===== config.mk =====
export PLATFORM = sky130hd
export DESIGN_NAME = lsu_sched_flat
export DESIGN_NICKNAME = d
export VERILOG_FILES = /design/src/rtl/lsu_pkg.sv /design/src/rtl/lsu_sched_if.sv /design/src/rtl/lsu_sched_slot.sv /design/src/rtl/lsu_sched.sv /design/src/flat_wrapper.sv
export SDC_FILE = /design/constraint.sdc
export NUM_CORES = 1
export LEC_CHECK = 0
export CORE_MARGIN = 5
export CORE_UTILIZATION = 45
export DETAILED_ROUTE_END_ITERATION = 6
export GPL_TIMING_DRIVEN = 0
export PLACE_DENSITY = 0.76
export SLEW_MARGIN = 30
export SYNTH_ARGS = -nofsm -noshare
export SYNTH_HDL_FRONTEND = slang
export SYNTH_SLANG_ARGS = --single-unit

===== constraint.sdc =====
create_clock -name clk -period 3 [get_ports clk]
set_clock_uncertainty 0.2 [all_clocks]
set_input_delay 0.9 -clock clk [delete_from_list [all_inputs] [get_ports clk]]
set_output_delay 0.9 -clock clk [all_outputs]
set_load 0.05 [all_outputs]

===== src/rtl/lsu_pkg.sv =====
// Shared encodings and request/in-flight record types for the LSU scheduler.
package lsu_pkg;

  localparam logic WIDTH_16   = 1'b0;
  localparam logic WIDTH_8    = 1'b1;
  localparam logic CMD_READ   = 1'b0;
  localparam logic CMD_WRITE  = 1'b1;
  localparam logic PORT_DATA  = 1'b0;
  localparam logic PORT_FETCH = 1'b1;
  localparam logic [1:0] FETCH_TAG = 2'b00;

  typedef enum logic {
    ST_IDLE   = 1'b0,
    ST_SPLIT2 = 1'b1
  } seq_state_t;

  typedef struct packed {
    logic [15:0] addr;
    logic [15:0] data;
    logic        width;
    logic        cmd;
    logic [1:0]  tag;
  } req_t;

  typedef struct packed {
    logic       valid;
    logic       port;
    logic [1:0] tag;
    logic       last;
  } inflight_t;

  // A 16-bit access on an odd address cannot go out as one bus beat.
  function automatic logic needs_split(input req_t r);
    return (r.width == WIDTH_16) && r.addr[0];
  endfunction

endpackage


===== src/rtl/lsu_sched_if.sv =====
// Request, LSU and completion signals of the scheduler; master = requesters/LSU side.
interface lsu_sched_if;

  logic [15:0] d_addr;
  logic [15:0] d_data;
  logic        d_width;
  logic        d_cmd;
  logic [1:0]  d_tag;
  logic        d_valid;
  logic        d_ready;

  logic [15:0] f_addr;
  logic        f_valid;
  logic        f_ready;

  logic [15:0] lsu_addr;
  logic [15:0] lsu_data;
  logic        lsu_width;
  logic        lsu_cmd;
  logic [1:0]  lsu_tag;
  logic        lsu_start;
  logic        lsu_hold;

  logic        mem_rdy;

  logic        cpl_valid;
  logic        cpl_port;
  logic [1:0]  cpl_tag;
  logic        cpl_last;

  modport master (
    output d_addr, d_data, d_width, d_cmd, d_tag, d_valid, f_addr, f_valid,
           lsu_hold, mem_rdy,
    input  d_ready, f_ready, lsu_addr, lsu_data, lsu_width, lsu_cmd, lsu_tag,
           lsu_start, cpl_valid, cpl_port, cpl_tag, cpl_last
  );

  modport slave (
    input  d_addr, d_data, d_width, d_cmd, d_tag, d_valid, f_addr, f_valid,
           lsu_hold, mem_rdy,
    output d_ready, f_ready, lsu_addr, lsu_data, lsu_width, lsu_cmd, lsu_tag,
           lsu_start, cpl_valid, cpl_port, cpl_tag, cpl_last
  );

endinterface


===== src/rtl/lsu_sched_slot.sv =====
// One-entry request slot that splits odd 16-bit accesses into two byte parts.
// Ready is registered (empty slot); slot holds until its final part issues.
module lsu_sched_slot
  import lsu_pkg::*;
(
  input  logic       clk,
  input  logic       a_rst,
  input  req_t       in_req_i,
  input  logic       in_valid_i,
  output logic       in_ready_o,
  input  logic       issue_i,
  output logic       full_o,
  output req_t       part_o,
  output logic       last_o,
  output seq_state_t state_o
);

  logic       full_q, full_d;
  req_t       req_q, req_d;
  seq_state_t state_q, state_d;

  always_ff @(posedge clk or negedge a_rst) begin
    if (!a_rst) begin
      full_q  <= 1'b0;
      req_q   <= '0;
      state_q <= ST_IDLE;
    end else begin
      full_q  <= full_d;
      req_q   <= req_d;
      state_q <= state_d;
    end
  end

  always_comb begin
    part_o = req_q;
    last_o = 1'b1;
    if (state_q == ST_SPLIT2) begin
      part_o.addr  = req_q.addr + 16'd1;
      part_o.data  = {2{req_q.data[15:8]}};
      part_o.width = WIDTH_8;
    end else if (needs_split(req_q)) begin
      part_o.data  = {2{req_q.data[7:0]}};
      part_o.width = WIDTH_8;
      last_o       = 1'b0;
    end
  end

  always_comb begin
    full_d  = full_q;
    req_d   = req_q;
    state_d = state_q;
    if (in_valid_i && !full_q) begin
      full_d = 1'b1;
      req_d  = in_req_i;
    end
    if (issue_i) begin
      if (last_o) begin
        full_d  = 1'b0;
        state_d = ST_IDLE;
      end else begin
        state_d = ST_SPLIT2;
      end
    end
  end

  assign in_ready_o = !full_q;
  assign full_o     = full_q;
  assign state_o    = state_q;

endmodule


===== src/rtl/lsu_sched.sv =====
// Round-robin scheduler of data and fetch requests onto one LSU; issue >= 1 cycle after accept.
// lsu_hold stalls the selected part; a port's ready stays low until its final part issues.
module lsu_sched
  import lsu_pkg::*;
(
  input  logic        clk,
  input  logic        a_rst,
  lsu_sched_if.slave  bus
);

  req_t       d_req, f_req, d_part, f_part, part;
  logic       d_full, f_full, d_last, f_last, last;
  logic       d_issue, f_issue, issue, start, sel;
  seq_state_t d_state, f_state;
  logic       rr_q, rr_d;
  inflight_t  infl_q, infl_d;

  assign d_req = '{addr: bus.d_addr, data: bus.d_data, width: bus.d_width,
                   cmd: bus.d_cmd, tag: bus.d_tag};
  assign f_req = '{addr: bus.f_addr, data: 16'h0000, width: WIDTH_16,
                   cmd: CMD_READ, tag: FETCH_TAG};

  lsu_sched_slot u_dslot (
    .clk(clk), .a_rst(a_rst), .in_req_i(d_req), .in_valid_i(bus.d_valid),
    .in_ready_o(bus.d_ready), .issue_i(d_issue), .full_o(d_full),
    .part_o(d_part), .last_o(d_last), .state_o(d_state)
  );

  lsu_sched_slot u_fslot (
    .clk(clk), .a_rst(a_rst), .in_req_i(f_req), .in_valid_i(bus.f_valid),
    .in_ready_o(bus.f_ready), .issue_i(f_issue), .full_o(f_full),
    .part_o(f_part), .last_o(f_last), .state_o(f_state)
  );

  // A port with part 2 pending keeps the bus regardless of rr.
  always_comb begin
    sel = rr_q;
    if (d_state == ST_SPLIT2)     sel = PORT_DATA;
    else if (f_state == ST_SPLIT2) sel = PORT_FETCH;
    else if (d_full && !f_full)    sel = PORT_DATA;
    else if (f_full && !d_full)    sel = PORT_FETCH;
  end

  assign start   = d_full || f_full;
  assign issue   = start && !bus.lsu_hold;
  assign part    = (sel == PORT_FETCH) ? f_part : d_part;
  assign last    = (sel == PORT_FETCH) ? f_last : d_last;
  assign d_issue = issue && (sel == PORT_DATA);
  assign f_issue = issue && (sel == PORT_FETCH);

  always_comb begin
    rr_d   = rr_q;
    infl_d = infl_q;
    if (issue && last) rr_d = (sel == PORT_DATA) ? PORT_FETCH : PORT_DATA;
    if (issue) begin
      infl_d = '{valid: 1'b1, port: sel, tag: part.tag, last: last};
    end else if (bus.mem_rdy) begin
      infl_d.valid = 1'b0;
    end
  end

  always_ff @(posedge clk or negedge a_rst) begin
    if (!a_rst) begin
      rr_q   <= PORT_DATA;
      infl_q <= '0;
    end else begin
      rr_q   <= rr_d;
      infl_q <= infl_d;
    end
  end

  assign bus.lsu_addr  = part.addr;
  assign bus.lsu_data  = part.data;
  assign bus.lsu_width = part.width;
  assign bus.lsu_cmd   = part.cmd;
  assign bus.lsu_tag   = part.tag;
  assign bus.lsu_start = start;

  assign bus.cpl_valid = bus.mem_rdy && infl_q.valid;
  assign bus.cpl_port  = infl_q.port;
  assign bus.cpl_tag   = infl_q.tag;
  assign bus.cpl_last  = infl_q.last;

endmodule


===== src/flat_wrapper.sv =====
// flat-port wrapper written by rule: the top's interface ports become plain ports
module lsu_sched_flat import lsu_pkg::*;
  (clk, a_rst, bus_d_addr, bus_d_data, bus_d_width, bus_d_cmd, bus_d_tag, bus_d_valid, bus_f_addr, bus_f_valid, bus_lsu_hold, bus_mem_rdy, bus_d_ready, bus_f_ready, bus_lsu_addr, bus_lsu_data, bus_lsu_width, bus_lsu_cmd, bus_lsu_tag, bus_lsu_start, bus_cpl_valid, bus_cpl_port, bus_cpl_tag, bus_cpl_last);
  lsu_sched_if bus_i ();
  input  logic clk;
  input  logic a_rst;
  input wire logic [$bits(bus_i.d_addr)-1:0] bus_d_addr;
  input wire logic [$bits(bus_i.d_data)-1:0] bus_d_data;
  input wire logic [$bits(bus_i.d_width)-1:0] bus_d_width;
  input wire logic [$bits(bus_i.d_cmd)-1:0] bus_d_cmd;
  input wire logic [$bits(bus_i.d_tag)-1:0] bus_d_tag;
  input wire logic [$bits(bus_i.d_valid)-1:0] bus_d_valid;
  input wire logic [$bits(bus_i.f_addr)-1:0] bus_f_addr;
  input wire logic [$bits(bus_i.f_valid)-1:0] bus_f_valid;
  input wire logic [$bits(bus_i.lsu_hold)-1:0] bus_lsu_hold;
  input wire logic [$bits(bus_i.mem_rdy)-1:0] bus_mem_rdy;
  output wire logic [$bits(bus_i.d_ready)-1:0] bus_d_ready;
  output wire logic [$bits(bus_i.f_ready)-1:0] bus_f_ready;
  output wire logic [$bits(bus_i.lsu_addr)-1:0] bus_lsu_addr;
  output wire logic [$bits(bus_i.lsu_data)-1:0] bus_lsu_data;
  output wire logic [$bits(bus_i.lsu_width)-1:0] bus_lsu_width;
  output wire logic [$bits(bus_i.lsu_cmd)-1:0] bus_lsu_cmd;
  output wire logic [$bits(bus_i.lsu_tag)-1:0] bus_lsu_tag;
  output wire logic [$bits(bus_i.lsu_start)-1:0] bus_lsu_start;
  output wire logic [$bits(bus_i.cpl_valid)-1:0] bus_cpl_valid;
  output wire logic [$bits(bus_i.cpl_port)-1:0] bus_cpl_port;
  output wire logic [$bits(bus_i.cpl_tag)-1:0] bus_cpl_tag;
  output wire logic [$bits(bus_i.cpl_last)-1:0] bus_cpl_last;
  assign bus_i.d_addr = bus_d_addr;
  assign bus_i.d_data = bus_d_data;
  assign bus_i.d_width = bus_d_width;
  assign bus_i.d_cmd = bus_d_cmd;
  assign bus_i.d_tag = bus_d_tag;
  assign bus_i.d_valid = bus_d_valid;
  assign bus_i.f_addr = bus_f_addr;
  assign bus_i.f_valid = bus_f_valid;
  assign bus_i.lsu_hold = bus_lsu_hold;
  assign bus_i.mem_rdy = bus_mem_rdy;
  assign bus_d_ready = bus_i.d_ready;
  assign bus_f_ready = bus_i.f_ready;
  assign bus_lsu_addr = bus_i.lsu_addr;
  assign bus_lsu_data = bus_i.lsu_data;
  assign bus_lsu_width = bus_i.lsu_width;
  assign bus_lsu_cmd = bus_i.lsu_cmd;
  assign bus_lsu_tag = bus_i.lsu_tag;
  assign bus_lsu_start = bus_i.lsu_start;
  assign bus_cpl_valid = bus_i.cpl_valid;
  assign bus_cpl_port = bus_i.cpl_port;
  assign bus_cpl_tag = bus_i.cpl_tag;
  assign bus_cpl_last = bus_i.cpl_last;
  lsu_sched u_core (.clk(clk), .a_rst(a_rst), .bus(bus_i));
endmodule

==> run_1/clock_map.png <==
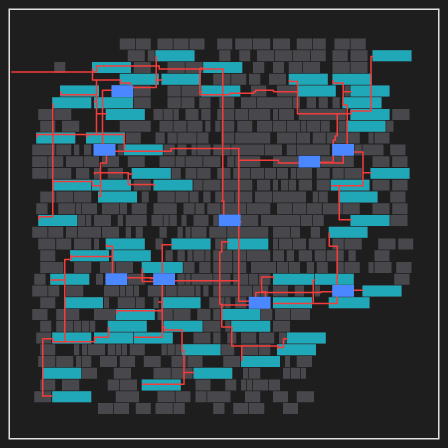
cells driving clock nets -> blue  # count 9
clock wires -> red  # length 833 microns
flip-flops -> cyan  # count 62
routed clock nets = 10

==> run_1/registers.png <==
The bar under the picture is 20 microns long. Other sequential cells in the stronger grey, the rest of the logic in the fainter grey.
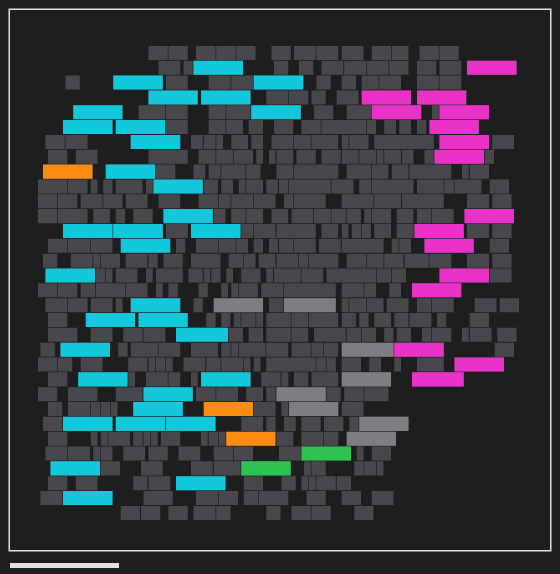
u_core.u_dslot.part_o -> orange  # flops 3
u_core.bus.cpl_tag -> green  # flops 2
u_core.u_dslot.req_q -> cyan  # flops 33
u_core.u_fslot.req_q -> magenta  # flops 16
not coloured = 8

==> run_1/final_placement.png <==
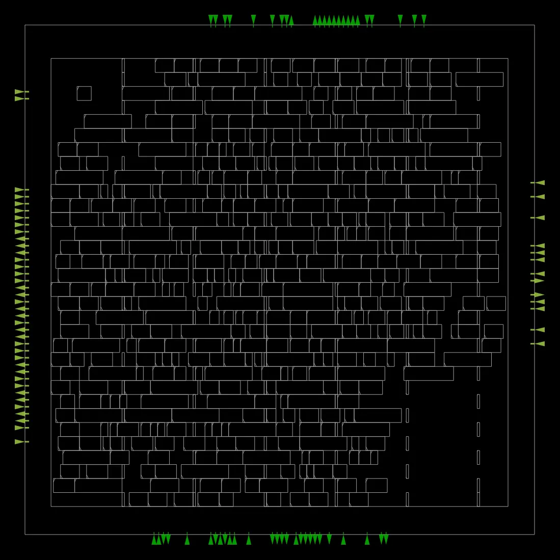
n_taps: 102
Finished Layout Cells: 578

==> run_1/wire_density.png <==
20 x 20 tiles, from dark blue (low) to red (high), scaled to the fullest tile. Values are wire area over tile area, all layers added.
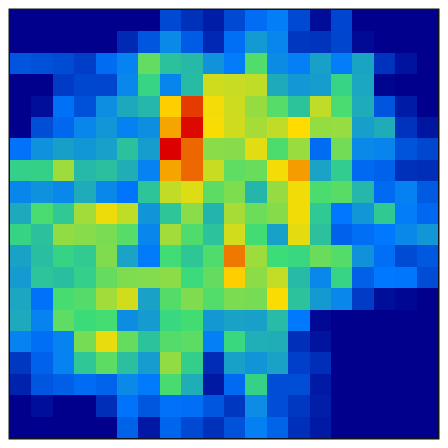
densest ninth of the die = centre
fullest tile = 0.53
emptiest ninth of the die = lower right
tiles over half the peak = 25%

==> impl_metrics.py, run 1 <==
# Physical implementation metrics
metrics = {
    "placed_design": {
        "place_area_sq_um": 4740,
        "io_buffers": 101,
    },
    "routing": {
        "drt-initial-drc-count": 149,
        "drtAntennaViolNets": 0,
        "drc": 0,
        "post_drt_wl_per_cell_microns": 17.7,
        "met3WireLength_microns": 724,
    },
    "setup_path": {
        "cp.depth": 6,
        "reg2reg_slack_ps": 1040,
        "r2r_cells": 6,
        "cp-startpoint": "u_core.rr_q",
        "arrival_ps": 2110,
        "endpoint": "bus_lsu_addr[14]",
        "path_delay_family": "simple AND/OR/NAND/NOR gates",
        "worst_setup_path_end_kind": "output port",
    },
    "global_routing": {
        "antenna_found_initial": 0,
        "grt.total_usage": 0.198,
        "grt_util_met3": 0.0786,
        "grt_max_degree": 35,
        "grt_pass1_wl_mm": 15.6,
        "grt-ovfl-total": 0,
        "grt_pass1_vias": 3094,
    },
    "timing": {
        "whs_ps": 279,
        "finalHoldViolCount": 0,
        "finalSetupViolations": 32,
        "setup_ws_ps": -214,
        "max_freq_mhz": 311,
    },
    "clocking": {
        "postCtsHoldBufs": 0,
        "post_cts_buffers": 11,
        "clock_path_buffers": 2,
    },
    "floorplan": {
        "fp.dieArea_sq_um": 9800,
        "pin_count": 102,
    },
    "final_layout": {
        "finalNetCount": 534,
        "utilization": 0.709,
        "flops": 62,
        "clkCellAreaFrac": 0.0345,
        "design_area_sq_um": 5480,
        "top_register": "u_core.u_dslot.req_q",
        "dominant_cells": "logic gates",
        "drive_gt1_frac": 0.433,
        "seq_area_sq_um": 1560,
    },
    "run_status": {
        "status": "complete, but fails checks",
        "violations": "setup timing",
    },
    "worst_hold_path": {
        "min_path_type": "input pin to asynchronous set/reset pin",
    },
    "synthesis": {
        "ys_types": 41,
        "synthAoiAreaFrac": 0.0723,
        "common_cells": "62 x dfrtp_1, 53 x mux2_2, 36 x nand2_1, 23 x o21ai_0, 19 x mux2i_1",
        "synth.cellmix.simpleShare": 0.152,
        "ys_seq_frac": 0.435,
        "synthMuxAreaShare": 0.221,
        "yosysChipArea_sq_um": 3560,
    },
}
## Run 2: what changed since run 1
Settings changed: RECOVER_POWER set to 100.
==> run_2/final_placement.png <==
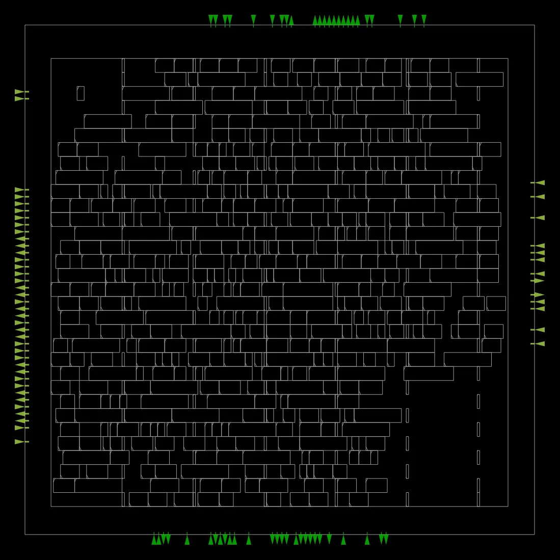
flop share of the area: 0.285
final core utilization: 0.706
Flops: 62
core area: 7730 sq um
Fillers: 550

==> run_2/registers.png <==
The bar under the picture is 20 microns long. Other sequential cells in the stronger grey, the rest of the logic in the fainter grey.
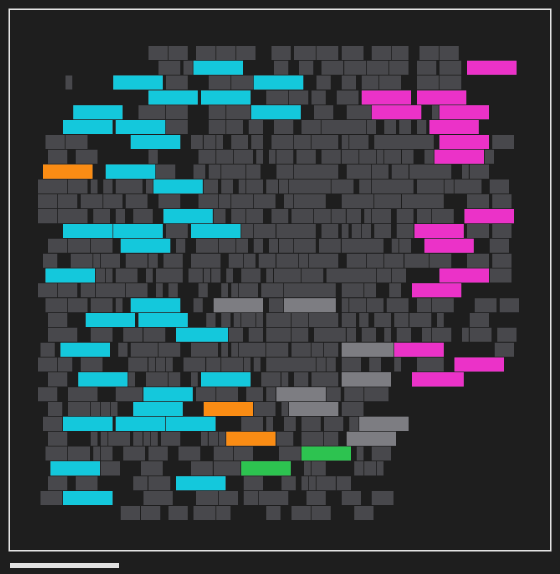
u_core.u_dslot.part_o -> orange  # flops 3
u_core.bus.cpl_tag -> green  # flops 2
u_core.u_dslot.req_q -> cyan  # flops 33
u_core.u_fslot.req_q -> magenta  # flops 16
not coloured = 8
register area: 1560 sq um

==> impl_metrics.py, run 2 <==
# Physical implementation metrics
metrics = {
    "routing": {
        "drc": 0,
        "post_drt_wl_per_cell_microns": 17.7,
        "drt-initial-drc-count": 136,
        "met3WireLength_microns": 700,
        "wl_met1_mm": 4.29,
    },
    "synthesis": {
        "synthMuxAreaShare": 0.221,
        "synthAoiAreaFrac": 0.0723,
        "synth.cellmix.simpleShare": 0.152,
        "ys_seq_frac": 0.435,
        "common_cells": "62 x dfrtp_1, 53 x mux2_2, 36 x nand2_1, 23 x o21ai_0, 19 x mux2i_1",
        "ys_types": 41,
        "yosysChipArea_sq_um": 3560,
    },
    "run_status": {
        "violations": "capacitance limit, slew limit, setup timing",
        "status": "complete, but fails checks",
    },
    "clocking": {
        "clock_path_buffers": 2,
        "numCtsBuffers": 9,
        "post_cts_buffers": 11,
        "htree_num_levels": 3,
        "root_buffer": "clkbuf_8",
    },
    "setup_path": {
        "cp-startpoint": "u_core.rr_q",
        "cp.depth": 6,
        "path_delay_family": "simple AND/OR/NAND/NOR gates",
        "r2r_cells": 4,
        "reg2reg_slack_ps": 680,
        "arrival_ps": 2110,
        "worst_setup_path_end_kind": "output port",
        "endpoint": "bus_lsu_addr[14]",
    },
    "floorplan": {
        "taps": 102,
        "pin_count": 102,
    },
    "timing": {
        "whs_ps": 276,
        "setup_ws_ps": -214,
        "finalHoldViolCount": 0,
        "max_freq_mhz": 311,
        "slew_viol_final": 30,
        "finalSetupViolations": 31,
    },
    "global_routing": {
        "grt_pass1_vias": 3094,
        "antenna_found_initial": 0,
        "grt_pass1_wl_mm": 15.6,
        "grt-ovfl-total": 0,
        "grt.total_usage": 0.198,
        "grt_max_degree": 35,
    },
    "final_layout": {
        "finalNetCount": 534,
        "clkCellAreaFrac": 0.0346,
        "top_register": "u_core.u_dslot.req_q",
        "drive_gt1_frac": 0.422,
    },
    "job": {
        "drv_cap": 1,
    },
    "placed_design": {
        "place_area_sq_um": 4740,
        "io_buffers": 101,
    },
    "worst_hold_path": {
        "min_path_type": "flip-flop to flip-flop",
    },
}
## Run 3: what changed since run 2
Settings changed: CAP_MARGIN set to 0, CORE_ASPECT_RATIO set to 1.75.
==> run_3/drive_strength.png <==
The bar under the picture is 20 microns long.
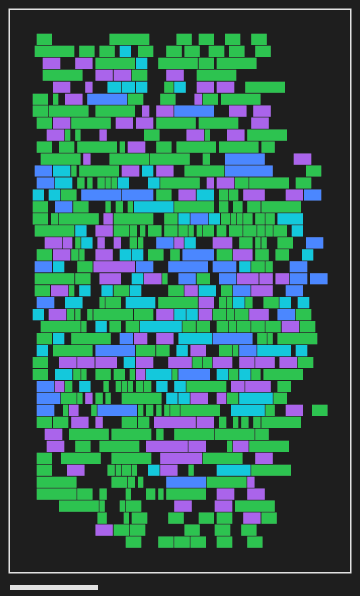
drive 2 -> purple  # cells 100, most used mux2_2
drive 6 and up -> blue  # cells 37, most used buf_6
drive 1 or less -> green  # cells 278, most used dfrtp_1
drive 3 to 4 -> cyan  # cells 62, most used buf_4

==> run_3/registers.png <==
The bar under the picture is 20 microns long. Other sequential cells in the stronger grey, the rest of the logic in the fainter grey.
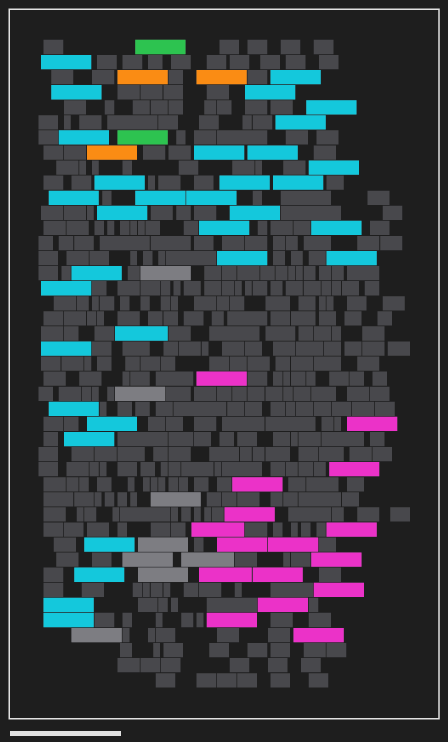
u_core.u_dslot.part_o -> orange  # flops 3
u_core.u_fslot.req_q -> magenta  # flops 16
u_core.u_dslot.req_q -> cyan  # flops 33
u_core.bus.cpl_tag -> green  # flops 2
not coloured = 8

==> impl_metrics.py, run 3 <==
# Physical implementation metrics
metrics = {
    "synthesis": {
        "post-synth-top-area-fraction": 0.435,
        "yosysChipArea_sq_um": 3560,
        "edf_count": 0,
        "top_cell": "dfrtp_1",
        "ys_types": 41,
        "synthMuxAreaShare": 0.221,
        "ys_seq_frac": 0.435,
    },
    "clocking": {
        "path_clk_slew_ps": 60,
        "numCtsBuffers": 9,
        "postCtsHoldBufs": 0,
        "clock_path_buffers": 2,
        "post_cts_buffers": 15,
        "htree_num_levels": 3,
        "root_buffer": "clkbuf_16",
    },
    "routing": {
        "met3WireLength_microns": 626,
        "wl_met1_mm": 3.55,
        "drt-initial-drc-count": 174,
        "drc": 0,
        "drtAntennaViolNets": 0,
        "post_drt_wl_per_cell_microns": 18.5,
    },
    "global_routing": {
        "grt_max_degree": 51,
        "grt_util_met3": 0.0591,
        "antenna_found_initial": 0,
        "grt-ovfl-total": 0,
        "grt.total_usage": 0.212,
    },
    "floorplan": {
        "fp.dieArea_sq_um": 9870,
        "taps": 90,
        "pin_count": 102,
        "core_area_sq_um": 7860,
    },
    "final_layout": {
        "finalNetCount": 534,
        "flops": 62,
        "top_register": "u_core.u_dslot.req_q",
        "seq_area_frac": 0.285,
        "utilization": 0.694,
        "design_area_sq_um": 5450,
        "layoutNonFillerInstCount": 567,
        "seq_area_sq_um": 1560,
        "fill_cells": 602,
        "drive_gt1_frac": 0.417,
        "nNonClkBuffers": 148,
        "clkCellAreaFrac": 0.0532,
    },
    "run_status": {
        "violations": "setup timing",
        "status": "complete, but fails checks",
    },
    "setup_path": {
        "worstPathRequired_ps": 1900,
        "reg2reg_slack_ps": 650,
        "cp-startpoint": "u_core.u_fslot.state_o",
        "r2r_cells": 4,
        "path_delay_family": "simple AND/OR/NAND/NOR gates",
        "r2r-end": "u_core.u_dslot.req_q[33]",
        "cp.depth": 6,
        "worst_setup_path_end_kind": "output port",
        "endpoint": "bus_lsu_addr[14]",
        "arrival_ps": 2080,
    },
    "job": {
        "drv_cap": 0,
    },
    "timing": {
        "finalHoldViolCount": 0,
        "setup_ws_ps": -175,
        "whs_ps": 283,
        "finalSetupViolations": 23,
        "slew_viol_final": 0,
        "max_freq_mhz": 315,
    },
    "worst_hold_path": {
        "min_path_type": "flip-flop to flip-flop",
    },
    "placed_design": {
        "io_buffers": 101,
    },
}
